### config.mk
export PLATFORM = sky130hd
export DESIGN_NAME = alu_issue_ctrl
export DESIGN_NICKNAME = d
export VERILOG_FILES = /design/src/rtl/alu_issue_ctrl_pkg.sv /design/src/rtl/alu_issue_ctrl_retire_counter.sv /design/src/rtl/alu_issue_ctrl.sv
export SDC_FILE = /design/constraint.sdc
export NUM_CORES = 1
export LEC_CHECK = 0
export CORE_MARGIN = 2
export CORE_UTILIZATION = 43
export DETAILED_ROUTE_END_ITERATION = 10
export PLACE_DENSITY = 0.8
export SLEW_MARGIN = 20
export SYNTH_ARGS = -nofsm -noshare
export SYNTH_HDL_FRONTEND = slang
export SYNTH_SLANG_ARGS = --single-unit
### constraint.sdc
create_clock -name clk -period 2 [get_ports clk]
set_input_delay 0.4 -clock clk [delete_from_list [all_inputs] [get_ports clk]]
set_output_delay 0.4 -clock clk [all_outputs]
set_load 0.005 [all_outputs]
### src/rtl/alu_issue_ctrl_pkg.sv
// alu_issue_ctrl_pkg -- opcode constants, FSM states and destination decode for the ALU issue controller.
// Rev 1.0
`default_nettype none

package alu_issue_ctrl_pkg;

  localparam logic [3:0] OP_STORE     = 4'b0010;
  localparam logic [3:0] OP_STORE_NOT = 4'b0111;
  localparam logic [3:0] OP_INC_MEM   = 4'b1000;
  localparam logic [3:0] OP_DEC_MEM   = 4'b1001;

  typedef enum logic [1:0] {
    S_IDLE   = 2'd0,
    S_EXEC   = 2'd1,
    S_WB_MEM = 2'd2
  } state_t;

  function automatic logic is_mem_dest(input logic [3:0] mode);
    return (mode == OP_STORE) || (mode == OP_STORE_NOT) ||
           (mode == OP_INC_MEM) || (mode == OP_DEC_MEM);
  endfunction

  // A plain store must not disturb the flags left by the previous operation.
  function automatic logic updates_sr(input logic [3:0] mode);
    return mode != OP_STORE;
  endfunction

endpackage

`default_nettype wire

### src/rtl/alu_issue_ctrl_retire_counter.sv
// retire_counter -- free-running wrap-around count of completed instructions.
// Rev 1.0
`default_nettype none

module retire_counter #(
  parameter int CNT_W = 16
) (
  input  logic             clk,
  input  logic             rst,
  input  logic             inc,
  output logic [CNT_W-1:0] count
);

  always_ff @(posedge clk) begin
    if (rst) begin
      count <= '0;
    end else if (inc) begin
      count <= count + CNT_W'(1);
    end
  end

endmodule

`default_nettype wire

### src/rtl/alu_issue_ctrl.sv
// alu_issue_ctrl -- issues one instruction at a time to an external ALU and retires to ACC or memory.
// Rev 1.0
`default_nettype none

module alu_issue_ctrl
  import alu_issue_ctrl_pkg::*;
#(
  parameter int CNT_W = 16
) (
  input  logic             clk,
  input  logic             rst,
  input  logic             instr_valid,
  output logic             instr_ready,
  input  logic [3:0]       instr_mode,
  input  logic [7:0]       instr_opb,
  output logic             alu_en,
  output logic [3:0]       alu_mode,
  output logic [7:0]       alu_op1,
  output logic [7:0]       alu_op2,
  input  logic [7:0]       alu_result,
  input  logic [3:0]       alu_flags,
  output logic [7:0]       acc,
  output logic [3:0]       sr,
  output logic             wb_valid,
  output logic [7:0]       wb_data,
  input  logic             wb_ready,
  output logic [CNT_W-1:0] retire_cnt
);

  state_t     state;
  state_t     state_nxt;
  logic [3:0] mode_q;
  logic [7:0] opb_q;
  logic       accept;
  logic       retire;

  always_ff @(posedge clk) begin
    if (rst) begin
      state <= S_IDLE;
    end else begin
      state <= state_nxt;
    end
  end

  // Handshake outputs are gated by rst so nothing is offered while reset is held.
  always_comb begin
    state_nxt   = state;
    instr_ready = 1'b0;
    alu_en      = 1'b0;
    wb_valid    = 1'b0;
    accept      = 1'b0;
    retire      = 1'b0;
    case (state)
      S_IDLE: begin
        instr_ready = !rst;
        accept      = instr_valid && !rst;
        if (accept) begin
          state_nxt = S_EXEC;
        end
      end
      S_EXEC: begin
        alu_en = !rst;
        if (is_mem_dest(mode_q)) begin
          state_nxt = S_WB_MEM;
        end else begin
          state_nxt = S_IDLE;
          retire    = 1'b1;
        end
      end
      S_WB_MEM: begin
        wb_valid = !rst;
        if (wb_ready) begin
          state_nxt = S_IDLE;
          retire    = 1'b1;
        end
      end
      default: begin
        state_nxt = S_IDLE;
      end
    endcase
  end

  always_ff @(posedge clk) begin
    if (rst) begin
      mode_q  <= '0;
      opb_q   <= '0;
      acc     <= '0;
      sr      <= '0;
      wb_data <= '0;
    end else begin
      if (accept) begin
        mode_q <= instr_mode;
        opb_q  <= instr_opb;
      end
      if (state == S_EXEC) begin
        if (is_mem_dest(mode_q)) begin
          wb_data <= alu_result;
        end else begin
          acc <= alu_result;
        end
        if (updates_sr(mode_q)) begin
          sr <= alu_flags;
        end
      end
    end
  end

  assign alu_mode = mode_q;
  assign alu_op1  = acc;
  assign alu_op2  = opb_q;

  retire_counter #(
    .CNT_W (CNT_W)
  ) u_retire_counter (
    .clk   (clk),
    .rst   (rst),
    .inc   (retire),
    .count (retire_cnt)
  );

endmodule

`default_nettype wire

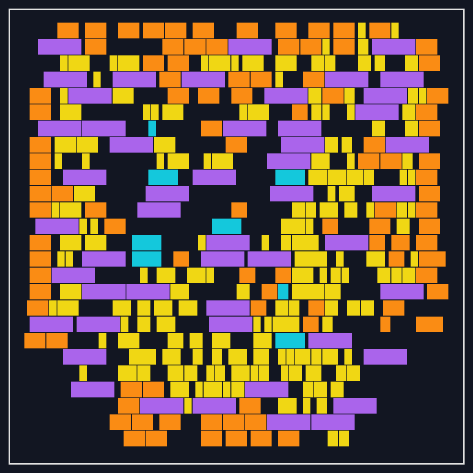
Run 1: placement by cell class
Scale: 6 px per µm.
- purple: flip-flops (cells 50)
- yellow: all other logic (cells 168)
- orange: other buffers and delay cells (cells 98)
- cyan: clock drivers and dummy loads (cells 8)
standard cell core area: 5010 µm²
share of the core filled with cells in the final layout: 63.8%
finished layout cell area: 3200 µm²
total number of placement rows: 26

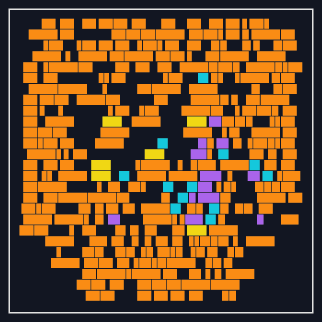
Run 1: drive-strength map
Scale: 4 px per µm.
- yellow: drive 6 and up (cells 6; share 1.9%)
- orange: drive 1 or less (cells 294; share 91%)
- cyan: drive 3 to 4 (cells 12; share 3.7%)
- purple: drive 2 (cells 12; share 3.7%)

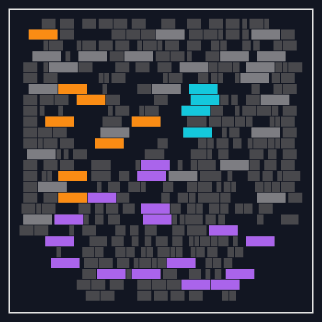
Run 1: sequential cells grouped by signal name
Scale: 4 px per µm. Other sequential cells in the stronger gray, the rest of the logic in the fainter gray.
- cyan: `alu_mode` (placed flops 4)
- orange: `wb_data` (placed flops 8)
- purple: `u_retire_counter.count` (placed flops 16)
- not colored: 22

==> summary.txt <==
Results of an implementation run.

The synthesized flop and latch total is about 50. The width of the die is 75.5 µm. The worst hold path terminates at u_retire_counter.count[13].

The number of clock sinks is 50. The post-synth count of flops with an enable pin is 0. For the worst-skew pair, the clock arrives at the later sink with an insertion delay of 300 ps.

The total power per unit cell area is approximately 630 nW/µm². Nets still carrying antenna violations after routing amount to 0. The net switching power in the latest report is around 0.00048 W. The detailed router placed 1,907 vias in this run. The final-report setup violation count is 0. The depth of the worst register-to-register path is 6. The congestion estimate from routability-driven global placement came to around 0.81.

Per the layout area report, the combinational gate area comes to 1040 µm². The total placed instance area is between 3000 and 4000 µm². The share of power burned in registers is between 50% and 60%.

The leading cell type by number of instances after synthesis is sky130_fd_sc_hd__dfxtp_1. The vertical extent of the die is about 76 µm. The prevailing post-synth register cell is sky130_fd_sc_hd__dfxtp_1. Setup repair after global routing left no endpoint under its margin.

In this run the tools logged warnings totalling 28. The global-route met2 utilization is 26.1%. The clock root buffer master is sky130_fd_sc_hd__clkbuf_8.

The count of H-tree levels built during CTS is 2. Counting the warning lines in the Yosys log gives 0. In the layout the commonest cells are sky130_fd_sc_hd__clkdlybuf4s50_1, sky130_fd_sc_hd__dfxtp_1, sky130_fd_sc_hd__nor2_1. Summed over all instances, the cell type with the most area after synthesis is sky130_fd_sc_hd__dfxtp_1.

After synthesis, the netlist uses 36 different library cells. The number of DRC violations after detailed routing is 0. The power after layout is about 0.0020 W. The worst hold path was traced through 2 stages.

In this run the layout overhead on the synthesized area is reported as 45.4%. The startpoint type of the worst setup path is a flop. The fraction of the core area occupied by cells at floorplan is around 44%.

The maximum fanout count along the critical path is 3. The slowest stage of the critical path belongs to the cell sky130_fd_sc_hd__dfxtp_1. The timing report gives the worst reg2reg path a setup slack of around 150 ps. The vias per cell is approximately 4.8. The switching power as a share of total power is about a quarter. The final total negative setup slack is 0 ps. The synthesized design devotes to its leading area cell type between 40% and 50% of total area. The most frequent logic cell in the layout is sky130_fd_sc_hd__clkdlybuf4s50_1. The total routed wire length on the met1 layer is 2230 µm.

The terminus of the critical flop-to-flop path is u_retire_counter.count[7]. Global route summary, busiest routing layer listed as met2. The number of instances in the synthesized netlist is approximately 240. The fraction of power consumed by the clock network is approximately 30%. Per the OpenROAD floorplan log, the area of the die is 5700 µm². The global-route wire length before repair is roughly 7300 µm. The maximum number of pins on one net before global-route repair is 25. The critical path starts at state[1]. The worst hold-check path type is in2reg. The flow ran to the end, and the final reports show no timing, DRC or antenna violations.

The per-instance average area after synthesis is 9.16 µm². Once iteration 0 of detailed routing completed, the report listed approximately 63 DRC markers. Per the repair_timing log after CTS, setup buffers inserted total 0. The largest buffer count on any clock path is 2. Cells with a size suffix above 1 make up under 10% of the layout.

The peak ir drop on the vdd network is a little over 0.4 mV. The uppermost metal layer occupied by signal nets is met4.
## run 1: area by class of cell
cell class | count | area share [%]
multi-input combinational | 162 | 32.7
sequential | 50 | 31.3
tap | 70 | 2.74
inverter | 6 | 0.705
clock buffer | 7 | 2.70
clock inverter | 1 | 0.157
timing repair buffer | 98 | 29.7
## run 1: worst max-delay path, delay by kind of cell (launching register included)
| family | cells | cell delay, ps |
|---|---|---|
| fa+ha+maj | 1 | 200 |
| flops | 1 | 360 |
| buf+inv | 3 | 500 |
| simple gates | 1 | 120 |
## run 1: power groups by stage
stage,Combinational (W),Sequential (W),Clock [W]
floorplan,0.000163,0.00109,0
global placement,0.000340,0.00109,0
detailed placement,0.000344,0.00109,0
CTS,0.000345,0.00107,0.000617
global route,0.000376,0.00108,0.000653
finish,0.000342,0.00107,0.000600
## run 1: cell families after synthesis
| group | share of synthesized area [%] |
|---|---|
| compound gates | 10.5 |
| xor+xnor | 4.38 |
| fa+ha+maj | 2.28 |
| buf+inv | 7.34 |
| flops | 45.5 |
| mux | 10.1 |
| simple gates | 19.9 |
## run 1: per-stage QoR
stage / hold slack (ps) / worst slack, ps
3_3_place_gp: 460 / 145
4_1_cts: 431 / 5.34
3_5_place_dp: 465 / 83.5
2_1_floorplan: 466 / 283
6_report: 435 / 134
5_1_grt: 437 / 8.09
## run 1: what timing repair did
action | in CTS | in global routing
pin swaps | 0 | 0
endpoints found under the setup margin | 1 | 5
hold buffers | 0 | 0
gates resized | 1 | 6
hold endpoints to repair | 0 | 0
## run 1: registers in the layout (all words and copies together), names as in the netlist
name,cells
u_retire_counter.count,16
acc,8
alu_op2,8
wb_data,8
alu_mode,4
sr,4
state,2
Power and IR drop assume default switching activity.
